File: src/rtl/width_packer.sv
// Narrow-to-wide packer: gathers RATIO beats of IN_W bits into one registered
// OUT_W word, with selectable lane order and partial-word flush on input gaps.
module width_packer #(
  parameter int IN_W = 8,
  parameter int RATIO = 4,
  parameter bit MSB_FIRST = 1'b1,
  parameter bit FLUSH_PARTIAL = 1'b1,
  parameter logic [IN_W-1:0] PAD = '0
) (
  input  logic                          clk_4f,
  input  logic                          reset_L,
  input  logic [IN_W-1:0]               data_in,
  input  logic                          valid_in,
  output logic                          ready_out,
  output logic [IN_W*RATIO-1:0]         data_out,
  output logic                          valid_out,
  input  logic                          ready_in,
  output logic                          partial_out,
  output logic [$clog2(RATIO+1)-1:0]    lanes_out
);

  localparam int OUT_W = IN_W * RATIO;
  localparam int CW = $clog2(RATIO + 1);

  typedef enum logic [1:0] {IDLE, FILL, FLUSH} state_t;

  state_t           state_q, state_d;
  logic [CW-1:0]    cnt_q, cnt_d;
  logic [OUT_W-1:0] acc_q, acc_d;
  logic [OUT_W-1:0] data_q, data_d;
  logic             valid_q, valid_d;
  logic             part_q, part_d;
  logic [CW-1:0]    lanes_q, lanes_d;

  logic             slot_free;
  logic             last_lane;
  logic             accept;
  logic [OUT_W-1:0] pad_word;

  function automatic logic [OUT_W-1:0] place(input logic [OUT_W-1:0] w,
                                             input logic [CW-1:0] k,
                                             input logic [IN_W-1:0] b);
    logic [OUT_W-1:0] r;
    r = w;
    if (MSB_FIRST) r[OUT_W-1-int'(k)*IN_W -: IN_W] = b;
    else           r[int'(k)*IN_W +: IN_W] = b;
    return r;
  endfunction

  assign pad_word  = {RATIO{PAD}};
  assign slot_free = !valid_q || ready_in;
  assign last_lane = (cnt_q == CW'(RATIO - 1));
  // Only the completing lane needs the output slot; earlier lanes go to the accumulator.
  assign ready_out = (state_q != FLUSH) && (!last_lane || slot_free);
  assign accept    = valid_in && ready_out;

  always_comb begin
    state_d = state_q;
    cnt_d   = cnt_q;
    acc_d   = acc_q;
    data_d  = data_q;
    valid_d = valid_q;
    part_d  = part_q;
    lanes_d = lanes_q;
    if (valid_q && ready_in) valid_d = 1'b0;
    case (state_q)
      IDLE, FILL: begin
        if (accept) begin
          if (last_lane) begin
            data_d  = place(acc_q, cnt_q, data_in);
            valid_d = 1'b1;
            part_d  = 1'b0;
            lanes_d = CW'(RATIO);
            cnt_d   = '0;
            state_d = IDLE;
          end else begin
            // First lane pre-fills the rest with PAD so a flush can emit acc_q as-is.
            acc_d   = place((cnt_q == '0) ? pad_word : acc_q, cnt_q, data_in);
            cnt_d   = cnt_q + CW'(1);
            state_d = FILL;
          end
        end else if (state_q == FILL && !valid_in) begin
          if (!FLUSH_PARTIAL) begin
            cnt_d   = '0;
            state_d = IDLE;
          end else if (slot_free) begin
            data_d  = acc_q;
            valid_d = 1'b1;
            part_d  = 1'b1;
            lanes_d = cnt_q;
            cnt_d   = '0;
            state_d = IDLE;
          end else begin
            state_d = FLUSH;
          end
        end
      end
      FLUSH: begin
        if (slot_free) begin
          data_d  = acc_q;
          valid_d = 1'b1;
          part_d  = 1'b1;
          lanes_d = cnt_q;
          cnt_d   = '0;
          state_d = IDLE;
        end
      end
      default: state_d = IDLE;
    endcase
  end

  always_ff @(posedge clk_4f or negedge reset_L) begin
    if (!reset_L) begin
      state_q <= IDLE;
      cnt_q   <= '0;
      acc_q   <= '0;
      data_q  <= '0;
      valid_q <= 1'b0;
      part_q  <= 1'b0;
      lanes_q <= '0;
    end else begin
      state_q <= state_d;
      cnt_q   <= cnt_d;
      acc_q   <= acc_d;
      data_q  <= data_d;
      valid_q <= valid_d;
      part_q  <= part_d;
      lanes_q <= lanes_d;
    end
  end

  assign data_out    = data_q;
  assign valid_out   = valid_q;
  assign partial_out = part_q;
  assign lanes_out   = lanes_q;

endmodule
File: config.mk
export PLATFORM = sky130hd
export DESIGN_NAME = width_packer
export DESIGN_NICKNAME = d
export VERILOG_FILES = /design/src/rtl/width_packer.sv
export SDC_FILE = /design/constraint.sdc
export NUM_CORES = 1
export LEC_CHECK = 0
export CORE_MARGIN = 2
export CORE_UTILIZATION = 54
export DETAILED_ROUTE_END_ITERATION = 8
export GPL_TIMING_DRIVEN = 1
export PLACE_DENSITY = 0.85
export SYNTH_ARGS = -nofsm -noshare
export SYNTH_HDL_FRONTEND = slang
export SYNTH_SLANG_ARGS = --single-unit
File: constraint.sdc
create_clock -name clk_4f -period 2.23 [get_ports clk_4f]
set_input_delay 0.446 -clock clk_4f [delete_from_list [all_inputs] [get_ports clk_4f]]
set_output_delay 0.446 -clock clk_4f [all_outputs]
set_load 0.02 [all_outputs]
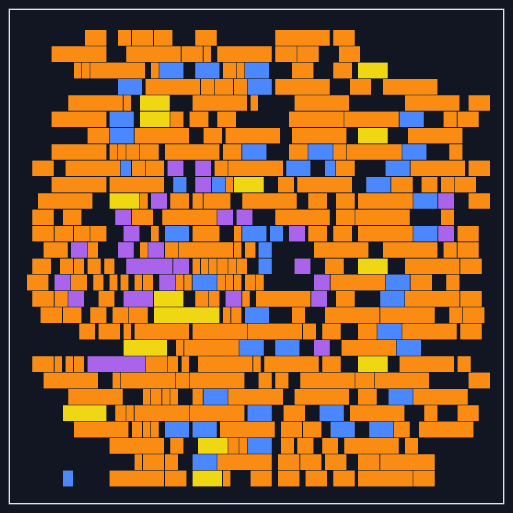
Fig. 1. Sizing map.
(6 px per um)
- drive 3 to 4: purple (cells 26; most used buf_4)
- drive 6 and up: yellow (cells 14; most used clkbuf_8)
- drive 1 or less: orange (cells 265; most used dfrtp_1)
- drive 2: blue (cells 44; most used o221a_2)

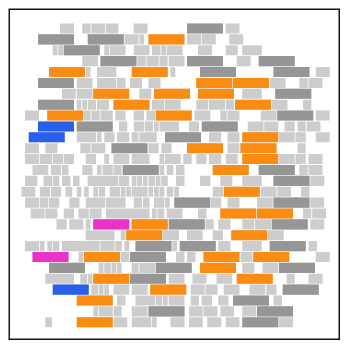
Fig. 2. Sequential cells coloured by netlist name.
(4 px per um) Other sequential cells in the stronger grey, the rest of the logic in the fainter grey.
- `lanes_out`: blue (placed flops 3)
- `state_q`: magenta (placed flops 2)
- `acc_q`: orange (placed flops 32)
- not coloured: 37

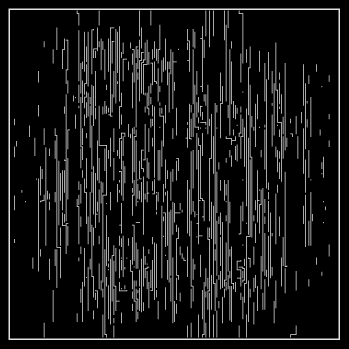
Fig. 3. The metal 2 layer.
(4 px per um)
- wire length on this layer: 3610 um
- main direction: vertical

==> impl_metrics.csv <==
group,metric,value,unit
floorplanning,die_height,82.2,um
yosys,synth_area_leader_cell,"dfrtp_1",
global_routing,grt_overflow,0,
finish,fin_cells,424,
floorplanning,core_area,0.00592,sq mm
power_and_ir_drop,powerDensity,1520,mW/mm^2
detailed_routing,via_per_inst,6.16,
timing,post-route-period-util,93.9,%
timing,fin_setup_tns,0,ps
yosys,ys_sh_xor,0,%
clock_tree,clk_pin_slew,70,ps
yosys,syn_area,0.00330,sq mm
timing,hold_viol,0,
critical_path,timing_worst_setup_path_type,"reg2out",
yosys,synth_cell_types,40,
worst_hold_path,hold_class,"in2async",
finish,antenna-diode-count,0,
timing,min_period,2090,ps
global_routing,grt_max_degree,28,
yosys,muxShareOfSynthArea,0.341,%
clock_tree,postCtsSetupBuffers,0,
run_status,status,"finished clean",
yosys,synthArstFlopShare,100,%
yosys,simple_gate_share,14.5,%
placement,place_congestion,0.871,
placement,place_worst_setup_slack,-58.6,ps
yosys,ys_cells,279,
timing,layout_setup_ws,136,ps
global_routing,grt_pass1_wl,12.7,mm
clock_tree,clk_latency,350,ps
clock_tree,root_buffer,"clkbuf_8",
timing,achievable-frequency,0.478,GHz
yosys,ys_sh_aoi,25.4,%
yosys,ys_sh_adder,0.759,%
detailed_routing,highest_layer,"met4",
finish,fin_util,70.9,%
yosys,yosys_area,0.00330,sq mm
global_routing,antenna_found_initial,0,
clock_tree,holdBufCountCts,0,
clock_tree,clockBufferDepth,2,
detailed_routing,antenna_left,0,
finish,area_growth,27.4,%
detailed_routing,wirelength,7.76,mm
yosys,synthTopCellsByCount,"74 x dfrtp_1, 32 x nand2_1, 32 x o221a_2",
clock_tree,numCtsBuffers,9,
-- sequential cells by signal, indices dropped and copies added (netlist names) --
| name | cells |
|---|---|
| acc_q | 32 |
| cnt_q | 3 |
| data_out | 32 |
| state_q | 2 |
| partial_out | 1 |
| valid_out | 1 |
| lanes_out | 3 |
-- through the flow --
| step | instance area [sq um] | hold WS [ps] |
|---|---|---|
| finish | 4200 | 57.3 |
| global route | 4200 | 89.0 |
| CTS | 4200 | 62.2 |
| detailed placement | 4010 | 441 |
| global placement | 4010 | 433 |
| floorplan | 3300 | 150 |
-- worst max-delay path, cell delays in order (launching register included) --
cell and delay, ps:
dfrtp_1 380, ha_1 210, inv_1 130, nor2_1 90, a21oi_1 150, dlygate4sd2_1 340
-- area by class of cell --
| type | count | area [sq um] |
|---|---|---|
| Sequential cell | 74 | 1850 |
| Fill cell | 436 | 1720 |
| Multi-Input combinational cell | 183 | 1350 |
| Timing Repair Buffer | 74 | 697 |
| Clock buffer | 11 | 151 |
| Tap cell | 75 | 93.8 |
| Clock inverter | 3 | 40.0 |
| Inverter | 4 | 15.0 |
-- final timing paths --
check / start / end / slack (ps) / cells past startpoint
setup reg to reg: cnt_q[0]$_DFFE_PN0P_ / data_out[2]$_DFFE_PN0P_ / 290 / 7
hold reg to reg: acc_q[20]$_DFFE_PN0P_ / acc_q[20]$_DFFE_PN0P_ / 490 / 2
setup / recovery: cnt_q[0]$_DFFE_PN0P_ / ready_out / 140 / 5
min in group clk_4f: acc_q[20]$_DFFE_PN0P_ / acc_q[20]$_DFFE_PN0P_ / 490 / 2
hold / removal: reset_L / acc_q[23]$_DFFE_PN0P_ / 60 / 1
max in group asynchronous: reset_L / data_out[10]$_DFFE_PN0P_ / 1540 / 2
-- report_power, final --
part	internal (uW)	switching [uW]	total, uW
clock network	562	466	1030
registers	1950	366	2320
logic	1580	1460	3050
total	4090	2300	6390
-- kinds of logic (layout without fill, tap and decap cells) --
kind of cell / Yosys count / in the layout
AND-OR/OR-AND: 93 / 93
flip-flops: 74 / 74
AND/OR/NAND/NOR: 87 / 87
adder cells (fa/ha/maj): 2 / 2
buffers and inverters: 22 / 92
multiplexers: 1 / 1
-- layout by cell type, fill, tap and decap left out, types with 2 or more instances in the layout --
| cell | netlist | layout |
|---|---|---|
| clkbuf_8 | 0 | 11 |
| nor3_1 | 2 | 2 |
| nand2_1 | 32 | 32 |
| o22ai_1 | 8 | 8 |
| o221a_2 | 32 | 32 |
| o21ai_0 | 10 | 10 |
| clkinv_2 | 0 | 2 |
| a22o_1 | 25 | 25 |
| o22a_1 | 2 | 2 |
| nor2b_1 | 2 | 2 |
| buf_4 | 2 | 23 |
| a21boi_0 | 3 | 3 |
| buf_12 | 0 | 2 |
| nor2_2 | 3 | 3 |
| nor2_1 | 10 | 10 |
| o21ai_1 | 4 | 4 |
| inv_1 | 4 | 4 |
| dfrtp_1 | 74 | 74 |
| nand2b_1 | 21 | 21 |
| or2b_1 | 5 | 5 |
| clkdlybuf4s50_1 | 0 | 47 |
| a21boi_2 | 3 | 3 |
| ha_1 | 2 | 2 |
| a21oi_1 | 2 | 2 |
